[src/rtl/fsm_run_arb.sv]
// Round-robin arbiter that runs a sequence FSM for a latched number of fsm_y pulses per grant.
// Optional watchdog on fsm_y gaps is compiled in with FSM_RUN_ARB_TIMEOUT_EN.
module fsm_run_arb #(
  parameter int LEN_W   = 4,
  parameter int TMO_CYC = 8
) (
  input  logic             clk,
  input  logic             rst,
  input  logic [1:0]       req,
  input  logic [LEN_W-1:0] len0,
  input  logic [LEN_W-1:0] len1,
  output logic [1:0]       gnt,
  output logic [1:0]       done,
  output logic             busy,
  output logic             fsm_en,
  output logic             fsm_clr,
  input  logic             fsm_y,
  input  logic [1:0]       fsm_state,
  output logic             err
);

  localparam logic [1:0] S_IDLE = 2'd0;
  localparam logic [1:0] S_CLR  = 2'd1;
  localparam logic [1:0] S_RUN  = 2'd2;
  localparam logic [1:0] S_DONE = 2'd3;

  logic [1:0]       state_q, state_d;
  logic [1:0]       gnt_q, gnt_d;
  logic [LEN_W-1:0] tgt_q, tgt_d;
  logic [LEN_W-1:0] cnt_q, cnt_d;
  logic [LEN_W-1:0] cnt_inc;
  logic             ptr_q, ptr_d;
  logic             chk_q, chk_d;
  logic             win;
  logic             gnt_held;
  logic             reclr;
  logic             tmo_hit;

  // ptr_q holds the last served requester, so a tie goes to the other one.
  assign win      = req[1] & (~req[0] | ~ptr_q);
  assign gnt_held = |(req & gnt_q);
  assign cnt_inc  = cnt_q + 1'b1;
  assign reclr    = chk_q & (fsm_state != 2'b00);

  always_comb begin
    state_d = state_q;
    gnt_d   = gnt_q;
    tgt_d   = tgt_q;
    cnt_d   = cnt_q;
    ptr_d   = ptr_q;
    chk_d   = 1'b0;
    case (state_q)
      S_IDLE: begin
        gnt_d = 2'b00;
        if (|req) begin
          state_d = S_CLR;
          gnt_d   = win ? 2'b10 : 2'b01;
          tgt_d   = win ? len1 : len0;
          cnt_d   = '0;
        end
      end
      S_CLR: begin
        if (!gnt_held) begin
          state_d = S_IDLE;
          gnt_d   = 2'b00;
          ptr_d   = gnt_q[1];
        end else if (tgt_q == '0) begin
          state_d = S_DONE;
        end else begin
          state_d = S_RUN;
          chk_d   = 1'b1;
        end
      end
      S_RUN: begin
        if (!gnt_held) begin
          state_d = S_IDLE;
          gnt_d   = 2'b00;
          ptr_d   = gnt_q[1];
        end else if (reclr) begin
          // Sequence FSM did not come out of clear; clear it again.
          state_d = S_CLR;
          cnt_d   = '0;
        end else if (fsm_y) begin
          cnt_d = cnt_inc;
          if (cnt_inc == tgt_q) state_d = S_DONE;
        end else if (tmo_hit) begin
          state_d = S_DONE;
        end
      end
      default: begin
        state_d = S_IDLE;
        gnt_d   = 2'b00;
        ptr_d   = gnt_q[1];
      end
    endcase
  end

  always_ff @(posedge clk or negedge rst) begin
    if (!rst) begin
      state_q <= S_IDLE;
      gnt_q   <= 2'b00;
      tgt_q   <= '0;
      cnt_q   <= '0;
      ptr_q   <= 1'b1;
      chk_q   <= 1'b0;
    end else begin
      state_q <= state_d;
      gnt_q   <= gnt_d;
      tgt_q   <= tgt_d;
      cnt_q   <= cnt_d;
      ptr_q   <= ptr_d;
      chk_q   <= chk_d;
    end
  end

`ifdef FSM_RUN_ARB_TIMEOUT_EN
  localparam int WD_W = $clog2(TMO_CYC + 1);

  logic [WD_W-1:0] wd_q, wd_d;
  logic            err_q, err_d;

  always_comb begin
    wd_d    = wd_q;
    tmo_hit = 1'b0;
    if (state_q != S_RUN || fsm_y) begin
      wd_d = '0;
    end else begin
      wd_d = wd_q + 1'b1;
      if (wd_q == WD_W'(TMO_CYC - 1)) tmo_hit = 1'b1;
    end
    err_d = err_q | (tmo_hit & gnt_held & ~reclr);
  end

  always_ff @(posedge clk or negedge rst) begin
    if (!rst) begin
      wd_q  <= '0;
      err_q <= 1'b0;
    end else begin
      wd_q  <= wd_d;
      err_q <= err_d;
    end
  end

  assign err = err_q;
`else
  // Watchdog limit has no effect in this build.
  logic unused_tmo;
  assign unused_tmo = (TMO_CYC > 0);
  assign tmo_hit    = 1'b0;
  assign err        = 1'b0;
`endif

  assign gnt     = gnt_q;
  assign done    = (state_q == S_DONE) ? gnt_q : 2'b00;
  assign busy    = (state_q != S_IDLE);
  assign fsm_en  = (state_q == S_RUN);
  assign fsm_clr = (state_q == S_CLR);

endmodule
[config.mk]
export PLATFORM = sky130hd
export DESIGN_NAME = fsm_run_arb
export DESIGN_NICKNAME = d
export VERILOG_FILES = /design/src/rtl/fsm_run_arb.sv
export SDC_FILE = /design/constraint.sdc
export NUM_CORES = 1
export LEC_CHECK = 0
export CAP_MARGIN = 0
export CORE_ASPECT_RATIO = 0.8
export CORE_MARGIN = 3
export CORE_UTILIZATION = 40
export CTS_CLUSTER_DIAMETER = 80
export DETAILED_ROUTE_END_ITERATION = 10
export GPL_TIMING_DRIVEN = 0
export PLACE_DENSITY_LB_ADDON = 0.3
export SYNTH_ARGS = -nofsm -noshare
export SYNTH_HDL_FRONTEND = slang
export SYNTH_SLANG_ARGS = --single-unit
[constraint.sdc]
create_clock -name clk -period 2.2 [get_ports clk]
set_input_delay 0.44 -clock clk [delete_from_list [all_inputs] [get_ports clk]]
set_output_delay 0.44 -clock clk [all_outputs]
set_load 0.03 [all_outputs]
final_congestion.png
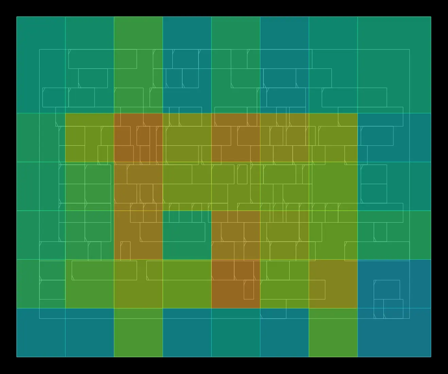
met1 usage: 19.6%
global route hottest layer: met2
GRT Total Usage: 14.1%

metal_stack.png
Bar = 20 um.
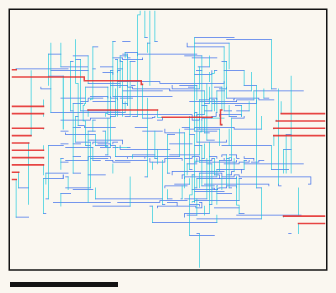
| layer | colour | wire length |
|---|---|---|
| met3 | red | 143 um |
| met2 | cyan | 814 um |
| met1 | blue | 859 um |

gate_families.png
Bar = 20 um.
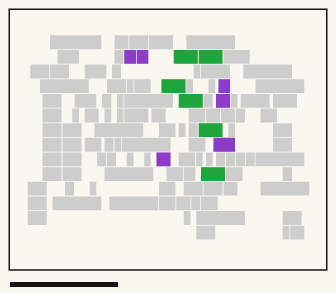
| family | colour | cells | most used |
|---|---|---|---|
| AND and OR gates | purple | 6 | and2_1 |
| adder and majority cells | green | 6 | ha_1 |

==> out/qor.csv <==
stage,metric,value,unit
outcome,status,completed,
critical_path,Crit path largest cell delay,0.44,ns
critical_path,Critical Path RT,1.76,ns
timing,hold slack,0.509,ns
finish,Clock-cell share,3.10,%
timing,PnR worst setup slack,0.199,ns
synth,ys flop type,dfrtp_1,
synth,most frequent cell after synthesis,dfrtp_1,
finish,Seq area share,30.1,%
die,Boundary Pins,23,
synth,ys async rst share,100,%
route,met2 wire len,813,um
synth,Synth Cell Area,888,sq um
synth,Synth flops,14,
critical_path,Setup CP Type,reg2out,
grt,first-pass GRT wire length,2.98,mm
route,met1 wire length,858,um
clocking,Max H-tree Level,1,
clocking,CTS sink cnt,14,
critical_path,CP max-delay cell,dfrtp_1,
die,FP Util,44.5,%
synth,post-synthesis sequential area ratio,39.6,%
critical_path,"CP delay by family, top",buffers and inverters,
synth,top cell type's share of synthesized area,36.6,%
route,Avg WL per Cell,13.1,um
route,Pre-antenna DRT Iters,4,
clocking,CTS Buf Count,3,
timing,final worst path period share,91.0,%
timing,Max Freq,500,MHz
timing,Clock Skew,0.00245,ns
grt,vias in the first global route,648,
critical_path,CP Buf/Inv Count,3,
job,tool warnings,30,
synth,"area leader, netlist",dfrtp_1,
placement,dpl ws,0.0746,ns
die,die footprint,2830,sq um
finish,P&R area growth vs syn,31.7,%
timing,final setup fails,0,
timing,worst slew pin tran,0.636,ns
placement,Post-DP Area,1130,sq um
route,Via density,5.14,
finish,final instance area,1170,sq um
timing,Fin. Hold Viols,0,
synth,ys cells,89,
critical_path,crit path launch type,register,
grt,GR Layer Usage met2,22.5,%
timing,total negative setup slack,0,ns
finish,top cell category,combinational gates,
die,num tapcells,24,
pwr,worst vdd ir,0.722,mV
route,final WL,1.81,mm
timing,crit path time final,2.00,ns
synth,Top cells by area,"dfrtp_1 37%, ha_1 8.5%, mux2i_1 4.5%, o21ai_0 4.5%, xnor2_1 3.9%",
finish,Post-Layout Cell Count,138,
finish,logic share of the area,43.3,%
route,post-route ant nets,0,
critical_path,worst-path maximum fanout,6,
grt,M3 GR Usage,4.76,%
synth,Cells after Synth,89,
route,vias,709,
die,width of the die,58.7,um
clocking,Clock Root Buffer,clkbuf_4,
die,core area,2000,sq um
critical_path,CP Depth,4,
pwr,Pwr Density,1140,nW/um^2
min_path,hold depth,1,
die,row count,14,
placement,I/O Buffers,21,
finish,clock buffer count,4,
critical_path,crit path DAT,1.56,ns
state kept, by name (all words and copies together) (netlist names):
register,flops
chk_q,1
tgt_q,4
cnt_q,4
ptr_q,1
state_q,2
gnt,2
cell usage in the layout (no fill, tap or decap), types with 3 or more instances in the layout:
| master | instances |
|---|---|
| nand2_1 | 8 |
| nand3_1 | 3 |
| o21ai_0 | 8 |
| dlymetal6s2s_1 | 3 |
| clkbuf_4 | 3 |
| mux2i_1 | 4 |
| ha_1 | 6 |
| a21oi_1 | 5 |
| inv_1 | 4 |
| clkdlybuf4s50_1 | 16 |
| xnor2_1 | 4 |
| nor2_1 | 6 |
| dfrtp_1 | 13 |
worst reg2reg max path, cell delays in order, from the launching register on:
cell     delay, ns
dfrtp_1       0.47
ha_1          0.35
xor2_1        0.17
nor2_1        0.10
nand4_1       0.10
a22o_1        0.26
mux2_4        0.30
path summary, 6_finish.rpt:
| path | from | endpoint | slack, ns |
|---|---|---|---|
| max reg2reg | cnt_q[0] | state_q[0] | 0.33 |
| min | cnt_q[3] | cnt_q[3] | 0.51 |
| max | state_q[0] | busy | 0.20 |
| max in group asynchronous | rst | state_q[0] | 1.25 |
| min reg2reg | cnt_q[3] | cnt_q[3] | 0.51 |
| min in group asynchronous | rst | cnt_q[3] | 0.55 |
where the power goes:
| part | switching (mW) | internal [mW] |
|---|---|---|
| registers | 0.0884 | 0.349 |
| clock network | 0.0863 | 0.101 |
| logic | 0.382 | 0.329 |
| total | 0.557 | 0.779 |
cell families after synthesis:
| family | after synthesis | share of synthesized area [%] |
|---|---|---|
| simple gates | 25 | 14.5 |
| compound gates | 23 | 17.3 |
| flops | 14 | 39.6 |
| mux | 8 | 10.4 |
| fa+ha+maj | 6 | 8.45 |
| xor+xnor | 6 | 5.92 |
| buf+inv | 6 | 3.38 |
| other cells | 1 | 0.422 |
No activity file was given, so power comes from the tool's default toggle rates.
